`src/rtl/affinex_fifo_pkg.sv`:
```
// Shared types and helpers for the peripheral FIFO read-side packer.
// Defaults match the 16-bit FIFO feeding the 32-bit data-read path.
package affinex_fifo_pkg;

  localparam int IN_WIDTH_DEF = 16;
  localparam int PACK_DEF     = 2;

  typedef logic [$clog2(PACK_DEF)-1:0] lane_t;

  typedef logic [PACK_DEF-1:0][IN_WIDTH_DEF-1:0] pack_word_t;

  typedef enum logic {
    FL_IDLE,
    FL_WAIT
  } flush_st_e;

  function automatic int unsigned lane_index(
    input int unsigned lane,
    input bit          lsb_first,
    input int unsigned pack = PACK_DEF
  );
    return lsb_first ? lane : (pack - 1 - lane);
  endfunction

endpackage

```
`src/rtl/fifo_pack_reader.sv`:
```
// Pops FIFO entries, packs PACK of them into one word and streams it out.
// flush_i emits a zero-padded partial word, or just acknowledges if empty.
module fifo_pack_reader
  import affinex_fifo_pkg::*;
#(
  parameter int IN_WIDTH  = IN_WIDTH_DEF,
  parameter int PACK      = PACK_DEF,
  parameter int LSB_FIRST = 1
) (
  input  logic                       clk_i,
  input  logic                       rst_i,
  input  logic                       fifo_empty_i,
  input  logic [IN_WIDTH-1:0]        fifo_dout_i,
  output logic                       fifo_rd_en_o,
  input  logic                       flush_i,
  output logic                       m_valid_o,
  input  logic                       m_ready_i,
  output logic [IN_WIDTH*PACK-1:0]   m_data_o,
  output logic [$clog2(PACK+1)-1:0]  m_lanes_o,
  output logic                       flush_done_o
);

  localparam int LW = $clog2(PACK);
  localparam int CW = $clog2(PACK+1);

  typedef logic [PACK-1:0][IN_WIDTH-1:0] word_t;

  flush_st_e       state_q, state_d;
  word_t           acc_q, acc_d;
  word_t           fill;
  word_t           load_data;
  logic [LW-1:0]   lane_q, lane_d;
  logic [LW-1:0]   wr_idx;
  logic [CW-1:0]   load_lanes;
  logic            load;
  logic            out_free;
  logic            at_last;
  logic            retire;

  word_t           out_q;
  logic [CW-1:0]   lanes_q;
  logic            valid_q;

  assign m_valid_o = valid_q;
  assign m_data_o  = out_q;
  assign m_lanes_o = lanes_q;

  always_comb begin
    out_free   = !valid_q | m_ready_i;
    at_last    = lane_q == LW'(PACK-1);
    wr_idx     = LW'(lane_index(32'(lane_q), LSB_FIRST != 0, PACK));
    fill       = acc_q;
    fill[wr_idx] = fifo_dout_i;

    fifo_rd_en_o = !fifo_empty_i & (state_q == FL_IDLE) & !flush_i
                 & !(at_last & !out_free);
    retire       = (state_q == FL_WAIT) & ((lane_q == '0) | out_free);
    flush_done_o = retire;

    state_d    = state_q;
    acc_d      = acc_q;
    lane_d     = lane_q;
    load       = 1'b0;
    load_data  = '0;
    load_lanes = '0;

    unique case (state_q)
      FL_IDLE: begin
        if (flush_i) state_d = FL_WAIT;
      end
      FL_WAIT: begin
        if (retire) begin
          state_d = FL_IDLE;
          acc_d   = '0;
          lane_d  = '0;
          // An empty accumulator retires without emitting a word.
          if (lane_q != '0) begin
            load       = 1'b1;
            load_data  = acc_q;
            load_lanes = CW'(lane_q);
          end
        end
      end
    endcase

    if (fifo_rd_en_o) begin
      if (at_last) begin
        load       = 1'b1;
        load_data  = fill;
        load_lanes = CW'(PACK);
        acc_d      = '0;
        lane_d     = '0;
      end else begin
        acc_d  = fill;
        lane_d = lane_q + LW'(1);
      end
    end
  end

  always_ff @(posedge clk_i) begin
    if (rst_i) begin
      state_q <= FL_IDLE;
      acc_q   <= '0;
      lane_q  <= '0;
    end else begin
      state_q <= state_d;
      acc_q   <= acc_d;
      lane_q  <= lane_d;
    end
  end

  // Reload and drain may coincide, giving back-to-back words.
  always_ff @(posedge clk_i) begin
    if (rst_i) begin
      out_q   <= '0;
      lanes_q <= '0;
      valid_q <= 1'b0;
    end else if (load) begin
      out_q   <= load_data;
      lanes_q <= load_lanes;
      valid_q <= 1'b1;
    end else if (valid_q & m_ready_i) begin
      valid_q <= 1'b0;
    end
  end

endmodule

```
`config.mk`:
```
export PLATFORM = sky130hd
export DESIGN_NAME = fifo_pack_reader
export DESIGN_NICKNAME = d
export VERILOG_FILES = /design/src/rtl/affinex_fifo_pkg.sv /design/src/rtl/fifo_pack_reader.sv
export SDC_FILE = /design/constraint.sdc
export NUM_CORES = 1
export LEC_CHECK = 0
export ABC_CLOCK_PERIOD_IN_PS = 1760
export CAP_MARGIN = 10
export CORE_UTILIZATION = 50
export CTS_BUF_LIST = sky130_fd_sc_hd__clkbuf_4 sky130_fd_sc_hd__clkbuf_8
export CTS_CLUSTER_DIAMETER = 30
export DETAILED_ROUTE_END_ITERATION = 12
export PLACE_DENSITY = 0.77
export RECOVER_POWER = 25
export REMOVE_ABC_BUFFERS = 1
export SETUP_SLACK_MARGIN = 0.1
export SLEW_MARGIN = 10
export SYNTH_ARGS = -nofsm -noshare
export SYNTH_HDL_FRONTEND = slang
export SYNTH_SLANG_ARGS = --single-unit
```
`constraint.sdc`:
```
create_clock -name clk_i -period 1.76 [get_ports clk_i]
set_input_delay 0.352 -clock clk_i [delete_from_list [all_inputs] [get_ports clk_i]]
set_output_delay 0.352 -clock clk_i [all_outputs]
set_load 0.1 [all_outputs]
```
Fig. 1: run 1, supply network
Scale bar: 20 µm. Pins as bars on the die edge. Tap cells in grey.
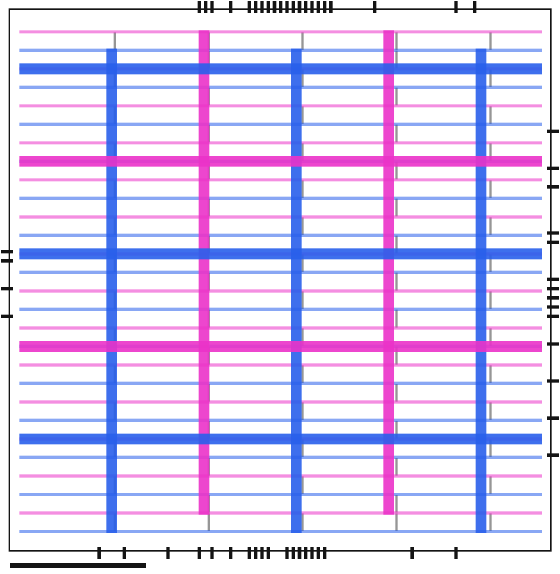
VSS -> blue
VDD -> magenta
met4 straps = 5
rows = 27
signal pins = 58
tap cells = 72
Die Width: 79.4 µm
core area: 5640 µm²
Worst VDD drop: 0.000608 V

Fig. 2: run 1, placed cells, one colour a class
Fill, decap, tap and diode cells in grey.
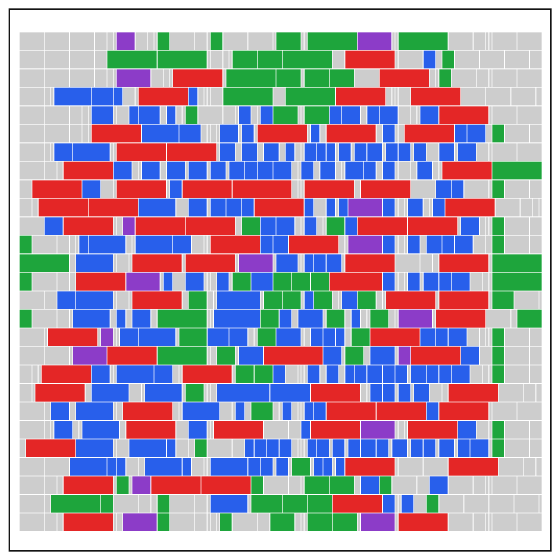
clock drivers and dummy loads -> purple  # cells 16, share of their area 4.8%
other buffers and delay cells -> green  # cells 83, share of their area 21%
flip-flops -> red  # cells 69, share of their area 37%
all other logic -> blue  # cells 201, share of their area 37%
Final Instance Area: 3880 µm²
Core Rows: 27
Final Util: 68.7%
flop share of the area: 35.9%

Fig. 3: run 1, wires at chosen ports, followed through buffers
Scale bar: 20 µm.
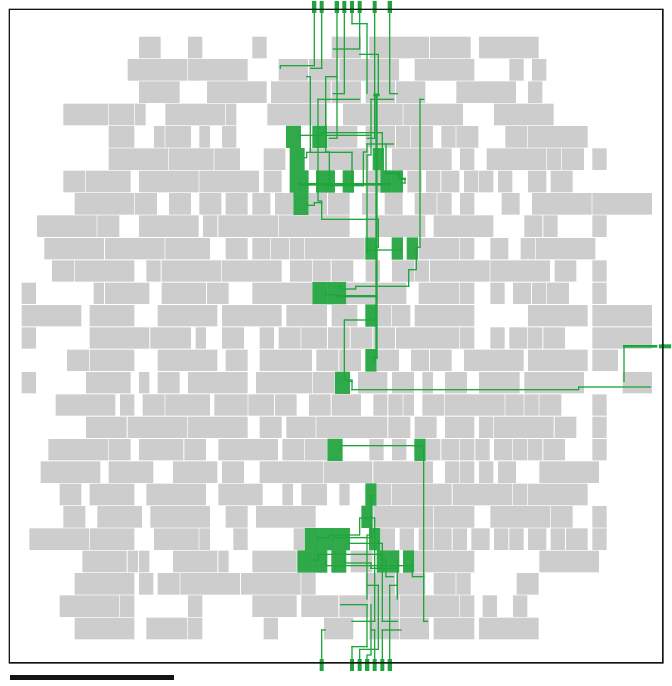
`fifo_dout_i` -> green  # bits 16, direction input, edge 8 top, 7 bottom, 1 right, end cells 32, wire 569 µm

==> flow_summary_export.csv, run 1 <==
group,metric,value,unit
run_status,status,"complete, no violations",
floorplan,boundaryPins,58,
setup_path,crit_start,"state_q$_SDFF_PP0_",
setup_path,reg2reg_depth,4,
logic_synthesis,edf_count,0,
clocking,clockBufferDepth,2,
clocking,cts_sinks,69,
logic_synthesis,synthArstFlopShare,0,%
setup_path,arrival,1.27,ns
logic_synthesis,ys_seq_share,46.2,%
route,wl,7.29,mm
clocking,clk_pin_slew_worst_paths,0.07,ns
sta,min_period,1.62,ns
power,p_per_area,854,nW/µm²
global_route,use_met2,38.4,%
global_route,first_global_vias,2549,
logic_synthesis,synth.avg_cell_area,9.75,µm²
setup_path,worstReg2RegStart,"state_q$_SDFF_PP0_",
worst_hold_path,hp-class,"reg -> reg",
logic_synthesis,synthesis.area,2990,µm²
placed_design,dp_cells,421,
clocking,hold_buffers,0,
global_route,use_met3,4.60,%
global_route,grt_max_degree,70,
logic_synthesis,top_area_cell,"dfxtp_1",
sta,fmaxAchievable,617,MHz
sta,tightest_slew,0.548,ns
clocking,cts_buffers,9,
floorplan,fp_util,53.0,%
layout,filler_cell_count,414,
worst_hold_path,hold_start,"m_data_o[31]$_SDFFE_PP0P_",
sta,min_period_over_period,92.1,%
layout,final_cell_mix,"dfxtp_1 (66), a21oi_1 (35), clkbuf_2 (25)",
setup_path,crit_chain,"buf_6 -> and2_4 -> buf_12",
run 1: kinds of logic (layout without fill, tap and decap cells):
group           count (synthesis)  in the layout  synth area share (%)
buf+inv                        52            114                  8.57
compound gates                106            106                  28.3
mux                             1              1                 0.334
flops                          69             69                  46.2
simple gates                   79             79                  16.7
run 1: registers in the layout, indices dropped and copies added, names as in the netlist:
signal and flops:
m_valid_o 1, m_lanes_o 2, at_last 1, acc_q 32
m_data_o 32, state_q 1
run 1: where the power goes:
group	internal [mW]	total (mW)	switching [mW]
logic	0.170	0.520	0.349
registers	1.59	1.61	0.0212
clock network	0.596	1.18	0.582
total	2.36	3.31	0.953
run 1: repair_timing:
action                     4_1_cts  5_1_grt
pin swaps                        2        2
setup buffers                    2        2
setup endpoints to repair        2       11
cloned                           0        0
resized                          7        5
run 1: metrics by stage:
stage               setup TNS [ns]  hold slack (ns)
detailed placement           -5.27            0.469
global placement             -3.67            0.462
global route                     0            0.485
floorplan                   -22.18            0.418
CTS                              0            0.479
finish                           0            0.463
run 1: metal layers:
layer	share of wire [%]	vias up	wire length [µm]
met5	0	-	0
met4	3.4	0	248
met3	5.1	22	373
met2	48	91	3500
met1	43	1223	3170
li1	-	1263	-
run 1: worst register-to-register path: stages, from the launching register on:
cell,delay (ns)
dfxtp_4,0.37
o21ba_2,0.27
buf_4,0.33
o21ai_0,0.20
a21oi_1,0.21
run 1: area by class of cell:
type / instances / area [µm²] / share of cell area (%)
inverter: 15 / 56.3 / 1.45
tap: 72 / 90.1 / 2.32
clock inverter: 4 / 22.5 / 0.581
timing repair buffer: 83 / 797 / 20.6
sequential: 69 / 1390 / 35.9
clock buffer: 12 / 159 / 4.10
multi-input combinational: 186 / 1360 / 35.1
==> inputs of run 2 (changes only) <==
ABC_CLOCK_PERIOD_IN_PS = 1710   (was 1760)
clock period = 1.71 ns   (was 1.76 ns; I/O delays follow)
Fig. 4: run 2, placement view
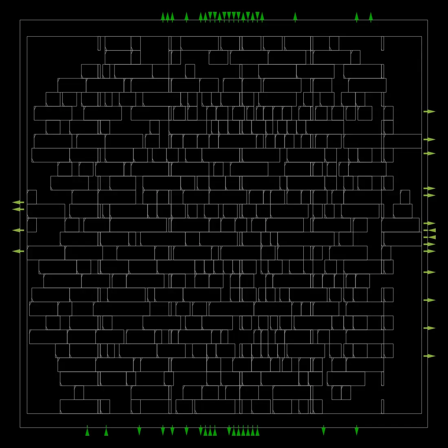
non-filler cells, final: 441
Final Util: 70.2%
Layout fillers: 399
Well Taps: 72

Fig. 5: run 2, wiring heat map
16 x 16 tiles, from dark blue (low) to red (high), scaled to the fullest tile. Values are wire area over tile area, all layers added.
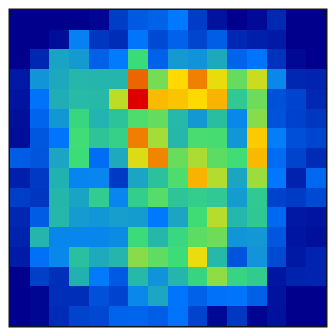
mean over tiles = 0.21
emptiest ninth of the die = lower right
tiles over half the peak = 17%
densest ninth of the die = centre

==> run 2 against run 1 <==
Critical path depth is the same. Cell count unchanged. Core utilization grew 1.5 points. Synthesized cell count stayed put. Largest cell class unchanged. Clock power up 45%. Critical endpoint is now fifo_rd_en_o. Non-clock buffer count is the same. Sequential power grew 3%. Final area rose by 2.1%. Sequential share of layout area down 0.75 points. Die area did not move. First-iteration DRC count is 29% higher. Combinational power is 4.8% higher.
==> flow_summary_export.csv, run 2 <==
group,metric,value,unit
run_status,status,"complete, no violations",
sta,tightest_slew,0.569,ns
power,p_per_area,990,nW/µm²
worst_hold_path,hold_start,"m_data_o[0]$_SDFFE_PP0P_",
layout,fin_area,3960,µm²
sta,min_period_over_period,94.8,%
setup_path,worstReg2RegStart,"state_q$_SDFF_PP0_",
sta,fin_tns_setup,0,ns
logic_synthesis,synthesis.area,2990,µm²
setup_path,crit_start,"at_last$_SDFFE_PP0P_",
setup_path,crit_chain,"nand3b_1 -> and2_4 -> buf_12",
setup_path,reg2reg_depth,4,
setup_path,arrival,1.28,ns
clocking,clk_pin_slew_worst_paths,0.07,ns
sta,fmaxAchievable,617,MHz
global_route,grt_max_degree,70,
floorplan,die_width,79.4,µm
clocking,cts_sinks,69,
floorplan,boundaryPins,58,
logic_synthesis,synth.avg_cell_area,9.75,µm²
clocking,cts_buffers,9,
route,wl,7.90,mm
floorplan,rows,27,
[run 2: cell counts after synthesis]
Identical to the previous run, type by type.
[run 2: area by class of cell]
type	count	area [µm²]	area share (%)
sequential	69	1390	35.1
timing repair buffer	83	798	20.2
tap	72	90.1	2.28
multi-input combinational	186	1360	34.4
clock inverter	3	90.1	2.28
inverter	15	56.3	1.42
clock buffer	13	173	4.36
[run 2: kinds of logic after synthesis]
| logic type | share of synthesized area (%) |
|---|---|
| buf+inv | 8.57 |
| simple gates | 16.7 |
| mux | 0.334 |
| flops | 46.2 |
| compound gates | 28.3 |
[run 2: worst max path at each step]
stage / endpoint / slack, ns / depth (start not counted)
2_1_floorplan: m_lanes_o[0]$_SDFFE_PP0P_ / -0.90 / 3
3_3_place_gp: m_data_o[9]$_SDFFE_PP0P_ / -0.14 / 5
3_5_place_dp: m_data_o[9]$_SDFFE_PP0P_ / -0.19 / 5
4_1_cts: fifo_rd_en_o / 0.07 / 3
5_1_grt: fifo_rd_en_o / 0.04 / 3
6_report: fifo_rd_en_o / 0.09 / 3
[run 2: what timing repair did]
item,4_1_cts,5_1_grt
resized,12,2
gates cloned,0,0
endpoints found under the setup margin,3,2
hold endpoints to repair,0,0
buffers inserted,2,0
hold buffers,0,0
pin swaps,1,4
[run 2: metal layers]
metal,track usage (%),share of wire [%],vias up
met2,43.6,49,127
met5,0,0,-
met4,16.4,4.1,0
met3,4.83,6.4,35
met1,33.3,41,1302
li1,-,-,1261
[run 2: report_power, final]
part	internal, mW	switching (mW)	leakage, nW
combinational	0.180	0.365	0.662
clock	1.11	0.603	0.133
sequential	1.64	0.0249	0.560
total	2.92	0.994	1.36
[run 2: critical path, delay by kind of cell (launching register included)]
kind          cells  cell delay (ns)
flops             1             0.36
buf+inv           1             0.16
simple gates      2             0.40
No activity file was given, so power comes from the tool's default toggle rates.
